File: config.mk
export PLATFORM = sky130hd
export DESIGN_NAME = sd_pkt_replay
export DESIGN_NICKNAME = d
export VERILOG_FILES = /design/src/rtl/sd_pkt_replay.sv
export SDC_FILE = /design/constraint.sdc
export NUM_CORES = 1
export LEC_CHECK = 0
export CORE_UTILIZATION = 37
export DETAILED_ROUTE_END_ITERATION = 6
export GPL_TIMING_DRIVEN = 0
export PLACE_DENSITY = 0.79
export SYNTH_ARGS = -nofsm -noshare
export SYNTH_HDL_FRONTEND = slang
export SYNTH_SLANG_ARGS = --single-unit
File: constraint.sdc
create_clock -name clk -period 1.3 [get_ports clk]
set_clock_uncertainty 0.05 [all_clocks]
set_input_delay 0.195 -clock clk [delete_from_list [all_inputs] [get_ports clk]]
set_output_delay 0.195 -clock clk [all_outputs]
set_load 0.1 [all_outputs]
File: src/rtl/sd_pkt_replay.sv
// Egress controller for a read-commit FIFO: streams one packet, waits for ack/nack,
// then commits the read pointer or rewinds it so the packet is replayed.
module sd_pkt_replay #(
    parameter int width       = 8,
    parameter int max_retry   = 3,
    parameter int ack_timeout = 255
) (
    input  logic                             clk,
    input  logic                             reset,
    input  logic                             f_srdy,
    output logic                             f_drdy,
    input  logic [width:0]                   f_data,
    output logic                             f_commit,
    output logic                             f_abort,
    output logic                             p_srdy,
    input  logic                             p_drdy,
    output logic [width-1:0]                 p_data,
    output logic                             p_eop,
    input  logic                             ack_srdy,
    output logic                             ack_drdy,
    input  logic                             ack_nack,
    output logic [$clog2(max_retry+1)-1:0]   retry_cnt,
    output logic                             drop
);

    localparam int RW = $clog2(max_retry + 1);
    localparam int TW = (ack_timeout > 1) ? $clog2(ack_timeout) : 1;

    localparam logic [1:0] SEND     = 2'd0;
    localparam logic [1:0] WAIT_ACK = 2'd1;
    localparam logic [1:0] COMMIT   = 2'd2;
    localparam logic [1:0] ABORT    = 2'd3;

    localparam logic [RW-1:0] RETRY_MAX = RW'(max_retry);
    localparam logic [TW-1:0] TMO_LAST  = TW'(ack_timeout - 1);

    logic [1:0]    state_q, state_d;
    logic [RW-1:0] retry_q, retry_d;
    logic [TW-1:0] tmo_q, tmo_d;
    logic          f_commit_q, f_commit_d;
    logic          f_abort_q, f_abort_d;
    logic          drop_q, drop_d;
    logic          in_send;
    logic          in_wait;
    logic          xfer;
    logic          fail;

    always_comb begin
        in_send  = (state_q == SEND);
        in_wait  = (state_q == WAIT_ACK);
        p_srdy   = in_send & f_srdy;
        f_drdy   = in_send & p_drdy;
        p_data   = f_data[width-1:0];
        p_eop    = f_data[width];
        ack_drdy = in_wait;
        xfer     = in_send & f_srdy & p_drdy;
        // An ack arriving on the last timeout cycle still wins over the timeout.
        fail     = in_wait & ((ack_srdy & ack_nack) | (~ack_srdy & (tmo_q == TMO_LAST)));

        state_d    = state_q;
        retry_d    = retry_q;
        tmo_d      = '0;
        f_commit_d = 1'b0;
        f_abort_d  = 1'b0;
        drop_d     = 1'b0;

        case (state_q)
            SEND: begin
                if (xfer & f_data[width]) begin
                    state_d = WAIT_ACK;
                end
            end
            WAIT_ACK: begin
                tmo_d = tmo_q + TW'(1);
                if (ack_srdy & ~ack_nack) begin
                    state_d    = COMMIT;
                    retry_d    = '0;
                    f_commit_d = 1'b1;
                end else if (fail) begin
                    if (retry_q < RETRY_MAX) begin
                        state_d   = ABORT;
                        retry_d   = retry_q + RW'(1);
                        f_abort_d = 1'b1;
                    end else begin
                        // Retries exhausted: release the packet and flag it as dropped.
                        state_d    = COMMIT;
                        retry_d    = '0;
                        f_commit_d = 1'b1;
                        drop_d     = 1'b1;
                    end
                end
            end
            default: begin
                state_d = SEND;
            end
        endcase
    end

    always_ff @(posedge clk or negedge reset) begin
        if (!reset) begin
            state_q    <= SEND;
            retry_q    <= '0;
            tmo_q      <= '0;
            f_commit_q <= 1'b0;
            f_abort_q  <= 1'b0;
            drop_q     <= 1'b0;
        end else begin
            state_q    <= state_d;
            retry_q    <= retry_d;
            tmo_q      <= tmo_d;
            f_commit_q <= f_commit_d;
            f_abort_q  <= f_abort_d;
            drop_q     <= drop_d;
        end
    end

    assign f_commit  = f_commit_q;
    assign f_abort   = f_abort_q;
    assign drop      = drop_q;
    assign retry_cnt = retry_q;

endmodule
==> qor.yml <==
outcome:
  violations: "setup timing"
  status: "finished, violations left"
final_timing:
  setup_violations: 9
  setup_ws_ns: -0.179
  tns_ns: -0.867
  finalCritPeriodShare_pct: 114
  rsz0062_at_grt: "true"
  slew_viol_final: 0
  tightestPinTransition_ns: 0.689
drt:
  vias: 656
  drtIter0Drc: 7
  totalWireLength_mm: 1.74
worst_setup_path:
  start_kind: "flip-flop"
  critPathTopFamily: "flip-flops"
  critPathRequiredTime_ns: 1.05
  r2r_cells: 4
  worstSetupPathType: "reg -> out"
  critPathBufInv: 2
floorplan:
  die_x_um: 47.9
layout:
  final_util_pct: 64.4
  drive_above_1_share_pct: 53.6
synthesis:
  synthesis.nets: 93
  ys_cells: 75
  synth_area_um2: 778
  synth-area-yosys_um2: 778
  yosysUniqueCellTypes: 26
  yosys_warnings: 0
  syn-mean-instance-area_um2: 10.4
grt:
  overflow: 0
  busiest_layer: "met2"
  use_met1_pct: 20.1
pwr:
  ir_drop_mv: 1.50
  switching_power_mw: 1.28
  pwr-share-seq_pct: 28.0
placement:
  finalWeightedCongestion: 0.734
  io_buffer_count: 23
job:
  tool_warnings: 30
per-layer routing:
metal	vias up	wire length [um]	part of all wire, %
met5	-	0	0
met4	0	13	0.75
met3	2	56	3.2
met2	18	829	48
met1	321	838	48
li1	315	-	-
sequential cells by signal, summed over array words and instances (netlist names):
signal and count:
retry_cnt 2, state_q 2, tmo_q 8, f_commit 1
drop 1, f_abort 1
worst reg2reg max path, delay by kind of cell (launching register included):
kind	cells	cell delay [ns]
DFF	1	0.43
and+or+nand+nor	2	0.46
AOI/OAI and AO/OA	2	0.36
through the flow:
| stage | cells | power, mW | setup slack [ns] | cell area [um2] |
|---|---|---|---|---|
| 6_report | 137 | 2.49 | -0.179 | 1260 |
| 5_1_grt | 137 | 2.61 | -0.209 | 1260 |
| 4_1_cts | 134 | 2.42 | -0.176 | 1210 |
| 3_5_place_dp | 125 | 1.98 | -0.988 | 1110 |
| 3_3_place_gp | 125 | 1.95 | -0.939 | 1110 |
| 2_1_floorplan | 75 | 1.69 | -0.360 | 848 |
cells in the mapped netlist:
master / n
and4_4: 1
inv_1: 3
o21ai_1: 1
nor2_1: 9
o21a_1: 1
nand3_1: 3
a31o_1: 1
xor2_1: 3
nand4_1: 1
nand2b_1: 3
o41ai_1: 1
nand2b_4: 1
nand2_1: 5
nor3b_1: 2
clkbuf_1: 1
and3_1: 1
nor2b_1: 1
dfrtp_1: 15
or3_1: 1
xnor2_1: 2
ha_1: 3
a41oi_4: 1
a21oi_1: 1
nor3_1: 1
buf_4: 9
o21ai_0: 4
what timing repair did:
item                                    CTS  global route
gates resized                            90             8
hold endpoints to repair                  0             0
endpoints found under the setup margin   29            12
setup buffers                             5             3
pin swaps                                 3             4
cells by family (layout without fill, tap and decap cells):
| kind of cell | count (synthesis) | count (layout) | share of synthesized area [%] |
|---|---|---|---|
| XOR/XNOR | 5 | 5 | 5.63 |
| buffers and inverters | 13 | 48 | 10.6 |
| AND/OR/NAND/NOR | 29 | 29 | 20.1 |
| adder cells (fa/ha/maj) | 3 | 3 | 4.82 |
| flip-flops | 15 | 15 | 48.2 |
| AND-OR/OR-AND | 10 | 10 | 10.6 |
area by class of cell:
class | instances | share of cell area, %
Tap cell | 27 | 2.67
Inverter | 3 | 1.19
Timing Repair Buffer | 31 | 25.4
Clock buffer | 4 | 2.08
Buffer | 10 | 5.74
Multi-Input combinational cell | 47 | 32.4
Sequential cell | 15 | 30.5
power by group through the flow:
stage                     Sequential [mW]  Combinational, mW  Clock [mW]
final                               0.698               1.53       0.264
after global routing                0.707               1.61       0.287
after CTS                           0.686               1.47       0.270
after detailed placement            0.713               1.27           0
after global placement              0.700               1.25           0
after floorplan                     0.961              0.731           0
how the worst max path moves through the flow:
stage | endpoint | slack (ns) | from | cells past startpoint
global route | ack_drdy | -0.21 | state_q[1] | 3
finish | ack_drdy | -0.18 | state_q[1] | 3
detailed placement | p_srdy | -0.99 | f_srdy | 3
CTS | p_srdy | -0.18 | state_q[0] | 2
global placement | f_drdy | -0.94 | p_drdy | 3
floorplan | state_q[0] | -0.36 | state_q[1] | 2
Signal wires by layer:
(10 px per um) Only two layers are drawn.
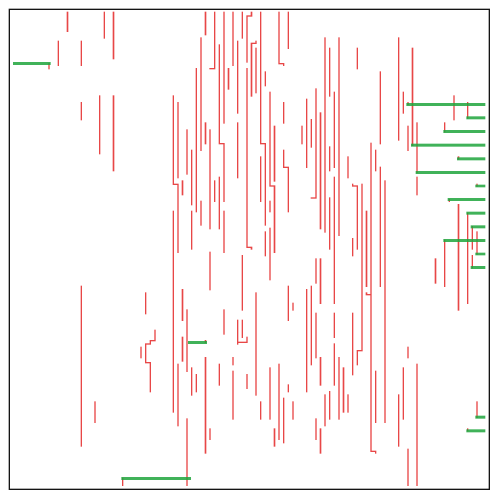
legend:
  green:
    layer: metal 3
    wire_length: 56.1 um
  red:
    layer: metal 2
    wire_length: 829 um

Cell sizes after repair:
(10 px per um)
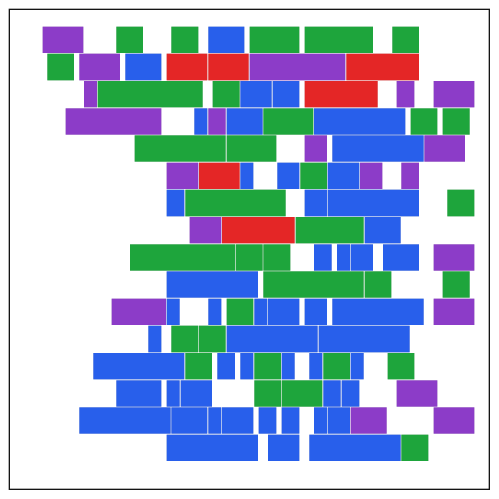
legend:
  purple:
    size: _2 cells
    cells: 20
  green:
    size: _3 and _4 cells
    cells: 33
  blue:
    size: _0 and _1 cells
    cells: 51
  red:
    size: _6 and larger
    cells: 6
Area Growth Syn to Fin: 62.4%
final worst setup slack: -0.179 ns

Port wiring:
(6 px per um)
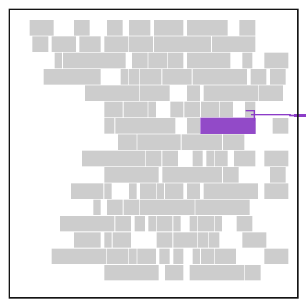
legend:
  purple:
    port: drop
    bits: 1
    direction: output
    end_cells: 1
    wire: 10.4 um

Power is estimated from default activity; no workload was simulated.
